`config.mk`:
```
export PLATFORM = sky130hd
export DESIGN_NAME = branch_predict_queue
export DESIGN_NICKNAME = d
export VERILOG_FILES = /design/src/rtl/branch_predict_queue.sv
export SDC_FILE = /design/constraint.sdc
export NUM_CORES = 1
export LEC_CHECK = 0
export CORE_MARGIN = 5
export CORE_UTILIZATION = 50
export DETAILED_ROUTE_END_ITERATION = 12
export GPL_TIMING_DRIVEN = 0
export PLACE_DENSITY = 0.67
export SKIP_CTS_REPAIR_TIMING = 1
export SYNTH_ARGS = -nofsm -noshare
export SYNTH_HDL_FRONTEND = slang
export SYNTH_SLANG_ARGS = --single-unit
```
`constraint.sdc`:
```
create_clock -name clk -period 15.6 [get_ports clk]
set_input_delay 1.56 -clock clk [delete_from_list [all_inputs] [get_ports clk]]
set_output_delay 1.56 -clock clk [all_outputs]
set_load 0.03 [all_outputs]
```
`src/rtl/branch_predict_queue.sv`:
```
// rtl/branch_predict_queue.sv - in-order branch prediction tracking queue; optional counters under BPQ_STATS_EN
module branch_predict_queue #(
    parameter int DEPTH    = 16,
    parameter int PTR_BITS = 4
) (
    input  logic                clk,
    input  logic                rst,
    input  logic                alloc_valid_i,
    output logic                alloc_ready_o,
    input  logic [31:0]         alloc_pc_i,
    input  logic                alloc_gshare_pred_i,
    input  logic                alloc_bimodal_pred_i,
    input  logic                alloc_select_gshare_i,
    output logic [PTR_BITS-1:0] alloc_tag_o,
    input  logic                resolve_valid_i,
    input  logic [PTR_BITS-1:0] resolve_tag_i,
    input  logic                resolve_taken_i,
    input  logic                flush_valid_i,
    input  logic [PTR_BITS-1:0] flush_tag_i,
    input  logic                flush_all_i,
    output logic                mispredict_o,
    output logic [PTR_BITS-1:0] mispredict_tag_o,
    output logic                update_valid_o,
    output logic [31:0]         update_pc_o,
    output logic                update_taken_o,
    output logic                update_gshare_correct_o,
    output logic                update_bimodal_correct_o,
    output logic                empty_o
`ifdef BPQ_STATS_EN
    ,
    output logic [31:0]         stat_retired_o,
    output logic [31:0]         stat_mispredict_o,
    output logic [31:0]         stat_sel_gshare_o
`endif
);

    localparam logic [PTR_BITS:0] FULL_COUNT = (PTR_BITS+1)'(DEPTH);
    localparam logic [PTR_BITS:0] CNT_ONE    = (PTR_BITS+1)'(1);

    logic [PTR_BITS-1:0] head_q;
    logic [PTR_BITS-1:0] tail_q;
    logic [PTR_BITS:0]   count_q;
    logic [PTR_BITS:0]   count_d;

    logic [DEPTH-1:0]    valid_q;
    logic [DEPTH-1:0]    resolved_q;
    logic [DEPTH-1:0]    taken_q;
    logic [DEPTH-1:0]    gpred_q;
    logic [DEPTH-1:0]    bpred_q;
    logic [DEPTH-1:0]    sel_q;
    logic [31:0]         pc_q [DEPTH];

    logic                alloc_fire;
    logic                retire_fire;
    logic                flush_fire;
    logic                resolve_fire;
    logic                resolve_final_pred;
    logic                resolve_mis;
    logic [PTR_BITS-1:0] flush_age;
    logic [PTR_BITS-1:0] entry_age;
    logic [DEPTH-1:0]    squash_mask;

    assign alloc_ready_o = !rst && !flush_valid_i && !flush_all_i && (count_q < FULL_COUNT);
    assign alloc_fire    = alloc_valid_i && alloc_ready_o;
    assign alloc_tag_o   = tail_q;
    assign empty_o       = (count_q == '0);

    // The head retires off registered state only, so a same-cycle resolve never retires
    assign retire_fire = !flush_all_i && valid_q[head_q] && resolved_q[head_q];

    // A flush to a tag that holds no live entry is dropped entirely
    assign flush_fire = !flush_all_i && flush_valid_i && valid_q[flush_tag_i];
    assign flush_age  = flush_tag_i - head_q;

    // Age relative to head identifies entries younger than the surviving flush tag
    always_comb begin
        squash_mask = '0;
        entry_age   = '0;
        for (int i = 0; i < DEPTH; i++) begin
            entry_age      = PTR_BITS'(i) - head_q;
            squash_mask[i] = flush_fire && valid_q[i] && (entry_age > flush_age);
        end
    end

    assign resolve_fire = !flush_all_i && resolve_valid_i
                        && valid_q[resolve_tag_i] && !resolved_q[resolve_tag_i]
                        && !squash_mask[resolve_tag_i];
    assign resolve_final_pred = sel_q[resolve_tag_i] ? gpred_q[resolve_tag_i]
                                                     : bpred_q[resolve_tag_i];
    assign resolve_mis = resolve_taken_i ^ resolve_final_pred;

    // Occupancy after this cycle's flush, allocation and retirement
    always_comb begin
        count_d = count_q;
        if (flush_fire) begin
            count_d = {1'b0, flush_age} + CNT_ONE;
        end else if (alloc_fire) begin
            count_d = count_q + CNT_ONE;
        end
        if (retire_fire) begin
            count_d = count_d - CNT_ONE;
        end
    end

    // Head, tail and occupancy registers
    always_ff @(posedge clk) begin
        if (rst || flush_all_i) begin
            head_q  <= '0;
            tail_q  <= '0;
            count_q <= '0;
        end else begin
            count_q <= count_d;
            if (retire_fire) begin
                head_q <= head_q + 1'b1;
            end
            if (flush_fire) begin
                tail_q <= flush_tag_i + 1'b1;
            end else if (alloc_fire) begin
                tail_q <= tail_q + 1'b1;
            end
        end
    end

    // Per-entry valid and resolved flags
    always_ff @(posedge clk) begin
        if (rst || flush_all_i) begin
            valid_q    <= '0;
            resolved_q <= '0;
        end else begin
            for (int i = 0; i < DEPTH; i++) begin
                if (retire_fire && (head_q == PTR_BITS'(i))) begin
                    valid_q[i] <= 1'b0;
                end
                if (squash_mask[i]) begin
                    valid_q[i] <= 1'b0;
                end
                if (alloc_fire && (tail_q == PTR_BITS'(i))) begin
                    valid_q[i]    <= 1'b1;
                    resolved_q[i] <= 1'b0;
                end
                if (resolve_fire && (resolve_tag_i == PTR_BITS'(i))) begin
                    resolved_q[i] <= 1'b1;
                end
            end
        end
    end

    // Entry payload: predictions captured at allocation, direction at resolution
    always_ff @(posedge clk) begin
        if (alloc_fire) begin
            pc_q[tail_q]    <= alloc_pc_i;
            gpred_q[tail_q] <= alloc_gshare_pred_i;
            bpred_q[tail_q] <= alloc_bimodal_pred_i;
            sel_q[tail_q]   <= alloc_select_gshare_i;
        end
        if (resolve_fire) begin
            taken_q[resolve_tag_i] <= resolve_taken_i;
        end
    end

    // Registered mispredict report and retirement training packet
    always_ff @(posedge clk) begin
        if (rst) begin
            mispredict_o             <= 1'b0;
            mispredict_tag_o         <= '0;
            update_valid_o           <= 1'b0;
            update_pc_o              <= '0;
            update_taken_o           <= 1'b0;
            update_gshare_correct_o  <= 1'b0;
            update_bimodal_correct_o <= 1'b0;
        end else begin
            mispredict_o <= resolve_fire && resolve_mis;
            if (resolve_fire) begin
                mispredict_tag_o <= resolve_tag_i;
            end
            update_valid_o <= retire_fire;
            if (retire_fire) begin
                update_pc_o              <= pc_q[head_q];
                update_taken_o           <= taken_q[head_q];
                update_gshare_correct_o  <= (gpred_q[head_q] == taken_q[head_q]);
                update_bimodal_correct_o <= (bpred_q[head_q] == taken_q[head_q]);
            end
        end
    end

`ifdef BPQ_STATS_EN
    // Free-running event counters; flushes leave them untouched
    always_ff @(posedge clk) begin
        if (rst) begin
            stat_retired_o    <= '0;
            stat_mispredict_o <= '0;
            stat_sel_gshare_o <= '0;
        end else begin
            if (retire_fire) begin
                stat_retired_o <= stat_retired_o + 32'd1;
            end
            if (resolve_fire && resolve_mis) begin
                stat_mispredict_o <= stat_mispredict_o + 32'd1;
            end
            if (retire_fire && sel_q[head_q]) begin
                stat_sel_gshare_o <= stat_sel_gshare_o + 32'd1;
            end
        end
    end
`endif

endmodule

```
Fig. 1: routed metal, one color a layer
Scale: 1 px per um. Two of the layers only.
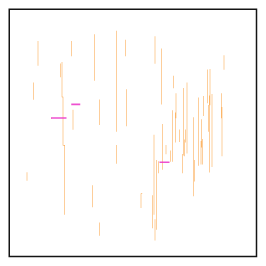
Key: magenta = metal 5 [wire length 29.4 um]; orange = metal 4 [wire length 1820 um]

Fig. 2: the clock network
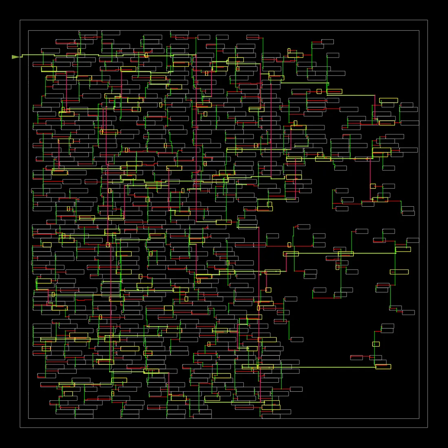
clk pwr: 1710 uW
CTS buffer count: 71
clock buffer count: 95
clock sink count: 662
Flop Count: 662

==> changes_impl.md <==
## Flow update

- Sw Ratio: 19.9%
- Ratio of cells with drive above 1 in the final layout: 22.6%
- Total die size: 60400 um^2
- Post-Route Setup TNS: 0 ns
- RSZ-0062 raised after global routing: no
- Worst Clk Skew: 0.0222 ns
- Area fraction in xor and xnor cells: 0.978%
- Max-slew violation count: 0
- Slowest cell on the critical path: buf_1
- Cells along the critical path: inv_1 > buf_1 > buf_1 > buf_8 > ha_1 > xor2_1 > inv_1 > ha_1 > o21a_1 > o21ai_0 > a211oi_1 > nor4_1 > a311oi_1 > nor3_4 > o41ai_4 > buf_6 > nor3_1
- Met3 WL post-DR: 5.13 mm
- Non-clock buffering overhead: 5.39%
- EDFF count, synth: 576
- Yosys cell count: 1532
- Clk slew on worst S/H paths: 0.06 ns
- Hold Slack: 0.455 ns
- Share of the synthesized area in the top cell type: 62.3%
- Port Buffers: 93
- Top class by area: registers
- Comb area leader: multiplexers
- # Taps: 748
- Vias in the first global route: 16100
- Cell total after placement: 2394
- Total congestion overflow: 0
- Antenna Nets Post-Route: 0
- Seq pwr: 1930 uW
- Area growth syn-to-layout: 16.9%
- Slack of the critical path: 8.76 ns
- FA/HA/MAJ Cells, Area Fraction: 1.85%
- Max stage delay on crit path: 1.01 ns
- Status: finished clean
- Pwr dens: 115 nW/um^2
- Clock-cell share of area: 7.39%
- Async SR Flop Fraction: 0%
- Most used flip-flop cell: edfxtp_1
- Final setup vio count: 0
- Detailed placement HPWL: 45.3 mm
- Net Switching: 747 uW
- RePlAce Congestion: 0.939
- Post-synth seq share: 68.5%
- Longest Clk Path Bufs: 3
registers in the layout, indices dropped and copies added, names as in the netlist:
register and flops:
alloc_tag_o 4, bpred_q 16, count_q 5, gpred_q 16, head_q 4, mispredict_o 1, mispredict_tag_o 4, pc_q 512
resolved_q 16, sel_q 16, taken_q 16, update_bimodal_correct_o 1, update_gshare_correct_o 1, update_pc_o 32, update_taken_o 1, update_valid_o 1
valid_q 16
final timing paths:
kind	from	end	depth (start not counted)
min reg2reg	mispredict_tag_o[2]	mispredict_tag_o[2]	2
max	head_q[2]	taken_q[10]	17
max reg2reg	head_q[2]	taken_q[10]	17
min	mispredict_tag_o[2]	mispredict_tag_o[2]	2
Power figures rest on the tool's default switching activity, not on a simulated workload.
